===== src/rtl/bist_tpg.sv =====
// ============================================================================
// Module  : bist_tpg
// Brief   : LFSR test-pattern generator with response-analyzer control for BIST
// Revision: 1.0 - initial release
// ============================================================================
`default_nettype none

module bist_tpg #(
    parameter int NUM_PAT = 7
) (
    input  logic       clk,
    input  logic       rst_n,
    input  logic       start,
    input  logic [2:0] seed,
    output logic [2:0] pat,
    output logic       ora_init,
    output logic       ora_en,
    output logic       busy,
    output logic       done
);

    typedef enum logic [1:0] {
        IDLE = 2'd0,
        INIT = 2'd1,
        RUN  = 2'd2,
        DONE = 2'd3
    } state_t;

    localparam logic [2:0] LAST_CNT  = 3'(NUM_PAT - 1);
    localparam logic [2:0] LFSR_RST  = 3'b001;

    // Assertion is asynchronous; release is retimed through two flops.
    logic [1:0] rst_sync_q;
    logic       rst_sync_n;

    always_ff @(posedge clk or negedge rst_n) begin
        if (!rst_n) begin
            rst_sync_q <= 2'b00;
        end else begin
            rst_sync_q <= {rst_sync_q[0], 1'b1};
        end
    end

    assign rst_sync_n = rst_sync_q[1];

    state_t     state_q, state_d;
    logic [2:0] lfsr_q, lfsr_d;
    logic [2:0] cnt_q, cnt_d;
    logic [2:0] pat_q, pat_d;
    logic       ora_init_q, ora_init_d;
    logic       ora_en_q, ora_en_d;
    logic       busy_q, busy_d;
    logic       done_q, done_d;

    always_ff @(posedge clk or negedge rst_sync_n) begin
        if (!rst_sync_n) begin
            state_q    <= IDLE;
            lfsr_q     <= LFSR_RST;
            cnt_q      <= 3'd0;
            pat_q      <= 3'd0;
            ora_init_q <= 1'b0;
            ora_en_q   <= 1'b0;
            busy_q     <= 1'b0;
            done_q     <= 1'b0;
        end else begin
            state_q    <= state_d;
            lfsr_q     <= lfsr_d;
            cnt_q      <= cnt_d;
            pat_q      <= pat_d;
            ora_init_q <= ora_init_d;
            ora_en_q   <= ora_en_d;
            busy_q     <= busy_d;
            done_q     <= done_d;
        end
    end

    always_comb begin
        state_d    = state_q;
        lfsr_d     = lfsr_q;
        cnt_d      = cnt_q;
        pat_d      = 3'd0;
        ora_init_d = 1'b0;
        ora_en_d   = 1'b0;
        busy_d     = 1'b0;
        done_d     = 1'b0;

        case (state_q)
            IDLE: begin
                if (start) begin
                    state_d = INIT;
                    lfsr_d  = (seed == 3'b000) ? LFSR_RST : seed;
                end
            end
            INIT: begin
                state_d = RUN;
                cnt_d   = 3'd0;
            end
            RUN: begin
                if (cnt_q == LAST_CNT) begin
                    state_d = DONE;
                end else begin
                    cnt_d = cnt_q + 3'd1;
                end
            end
            DONE: begin
                state_d = IDLE;
            end
            default: begin
                state_d = IDLE;
            end
        endcase

        // Outputs are decoded from the upcoming state so they register with it.
        // lfsr_q always holds the pattern due in the next RUN cycle.
        case (state_d)
            INIT: begin
                ora_init_d = 1'b1;
                busy_d     = 1'b1;
            end
            RUN: begin
                ora_en_d = 1'b1;
                busy_d   = 1'b1;
                pat_d    = lfsr_q;
                lfsr_d   = {lfsr_q[1:0], lfsr_q[2] ^ lfsr_q[1]};
            end
            DONE: begin
                done_d = 1'b1;
            end
            default: begin
                pat_d = 3'd0;
            end
        endcase
    end

    assign pat      = pat_q;
    assign ora_init = ora_init_q;
    assign ora_en   = ora_en_q;
    assign busy     = busy_q;
    assign done     = done_q;

endmodule

`default_nettype wire


===== config.mk =====
export PLATFORM = sky130hd
export DESIGN_NAME = bist_tpg
export DESIGN_NICKNAME = d
export VERILOG_FILES = /design/src/rtl/bist_tpg.sv
export SDC_FILE = /design/constraint.sdc
export NUM_CORES = 1
export LEC_CHECK = 0
export CORE_MARGIN = 3
export CORE_UTILIZATION = 50
export CTS_CLUSTER_SIZE = 14
export DETAILED_ROUTE_END_ITERATION = 6
export PLACE_DENSITY = 0.84
export SLEW_MARGIN = 20
export SYNTH_ARGS = -nofsm -noshare
export SYNTH_HDL_FRONTEND = slang
export SYNTH_SLANG_ARGS = --single-unit

===== constraint.sdc =====
create_clock -name clk -period 0.8 [get_ports clk]
set_input_delay 0.16 -clock clk [delete_from_list [all_inputs] [get_ports clk]]
set_output_delay 0.16 -clock clk [all_outputs]
set_load 0.01 [all_outputs]

==> flow_metrics.tcl <==
# yosys + openroad results
set metrics [dict create \
    gp_congestion 0.772 \
    rows 13 \
    finalHoldViolCount 0 \
    top_area_cell "dfrtp_1" \
    setup_viol 22 \
    rr_worst_depth 9 \
    antenna_found_initial 0 \
    ys_warn_count 0 \
    setup_slack_ns -0.966 \
    finalClockSkew_ns 0.00424 \
    status "finished, violations left" \
    top_layer "met4" \
    ys_sh_aoi 0.0958 \
    clock_sinks 17 \
    drv_slew 0 \
    path_clk_slew_ns 0.10 \
    num_io_pins 13 \
    crit_top_cell "o21ai_4" \
    insertion_delay_ns 0.30 \
    warnings 37 \
    yosys-stat-cells 65 \
    numCtsBuffers 3 \
    tns_ns -11.35 \
    start_kind "flip-flop" \
    antenna_cells 0 \
    grt_max_degree 11 \
    ir_drop_mv 3.83 \
    busiest_layer "met2" \
    finalClockPeriodUsage 2.21 \
    fa_ha_area_frac 0.169 \
    wl_met2_um 1110 \
    violations "negative setup slack" \
    crit_end "lfsr_q[2]" \
    grt_pass1_wl_um 3640 \
    cts_buffer_depth 2 \
    xor_share 0.0224 \
    grt-ovfl-total 0 \
    post_drt_wl_per_cell_um 19.5 \
    grt_pass1_vias 734 \
    cts_tree "built" \
    hpwl_um 1250 \
]
[run 1: cell usage in the layout, fill, tap and decap left out, types with 2 or more instances in the layout]
| cell | n |
|---|---|
| nand2_2 | 2 |
| o21ai_4 | 2 |
| buf_2 | 6 |
| dfrtp_1 | 16 |
| ha_2 | 3 |
| and2_1 | 3 |
| inv_2 | 4 |
| buf_4 | 21 |
| inv_1 | 2 |
| clkdlybuf4s50_1 | 5 |
| nand2_1 | 2 |
| buf_6 | 5 |
| clkbuf_4 | 3 |
| ha_4 | 5 |
[run 1: area by class of cell]
type                       count  area share
clock buffer                   3      0.0176
clock inverter                 1     0.00390
inverter                       6      0.0176
multi-input combinational     41       0.384
sequential                    17       0.333
tap                           15      0.0146
timing repair buffer          37       0.229
[run 1: stage by stage]
step | area [µm²] | worst slack [ns] | hold WS [ns] | power [W]
after global placement | 1120 | -0.838 | 0.157 | 0.00424
after detailed placement | 1120 | -0.921 | 0.163 | 0.00445
after CTS | 1240 | -0.896 | 0.00510 | 0.00548
final | 1280 | -0.966 | 0.0349 | 0.00606
after floorplan | 848 | -0.837 | -0.136 | 0.00323
after global routing | 1280 | -1.01 | 0.0217 | 0.00637
[run 1: timing repair]
item                       in CTS  in global routing
cloned                          0                  0
setup endpoints to repair      22                 22
resized                        46                 10
buffers inserted                6                  5
pin swaps                       8                  7
[run 1: where the power goes]
group | internal (W) | switching (W) | total [W]
clock | 0.000187 | 0.000286 | 0.000473
combinational | 0.00215 | 0.00199 | 0.00414
sequential | 0.00123 | 0.000218 | 0.00145
total | 0.00356 | 0.00249 | 0.00606
[run 1: sequential cells by signal (all words and copies together) (netlist names)]
signal      count
busy            1
cnt_q           3
done            1
lfsr_q          3
ora_en          1
ora_init        1
pat             3
rst_sync_q      2
state_q         2
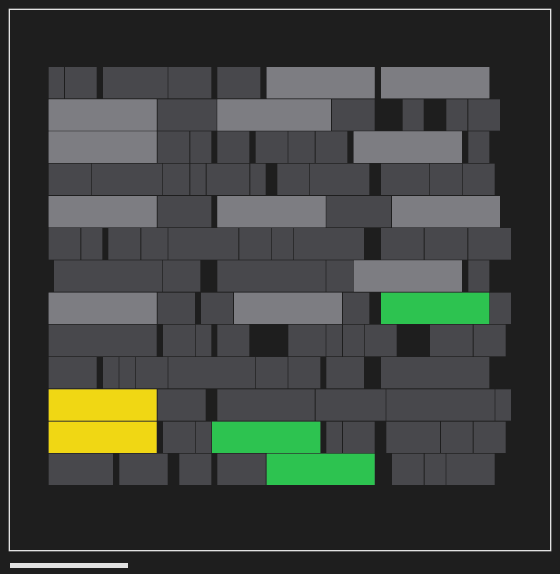
(run_1/registers.png)
Bar = 10 µm.
signal	color	placed flops
state_q	yellow	2
cnt_q	green	3
sequential power: 0.00145 W
Final Util: 0.928

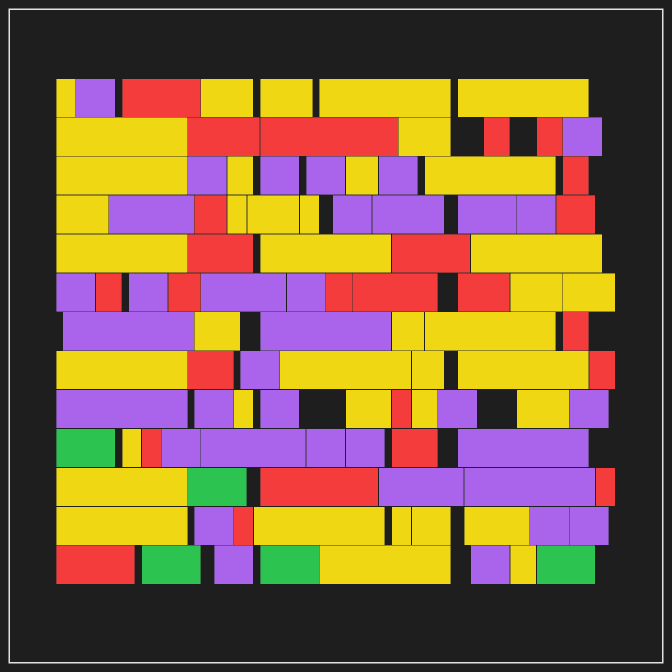
(run_1/drive_strength.png)
size	color	cells	share
drive 6 and up	green	5	4.8%
drive 3 to 4	purple	35	33%
drive 2	red	25	24%
drive 1 or less	yellow	40	38%
Layout area overhead: 63.7%
nonclk buf count: 37
Design Area, Final: 0.00128 mm²
setup ws final: -0.966 ns

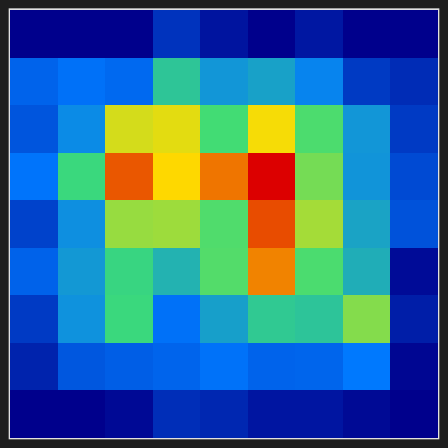
(run_1/wire_density.png)
9 x 9 tiles, from dark blue (low) to red (high), scaled to the fullest tile. Values are wire area over tile area, all layers added.
fullest tile	0.62
densest ninth of the die	center
tiles over half the peak	24%
mean over tiles	0.19
nearly empty tiles	14%

Power is estimated from default activity; no workload was simulated.
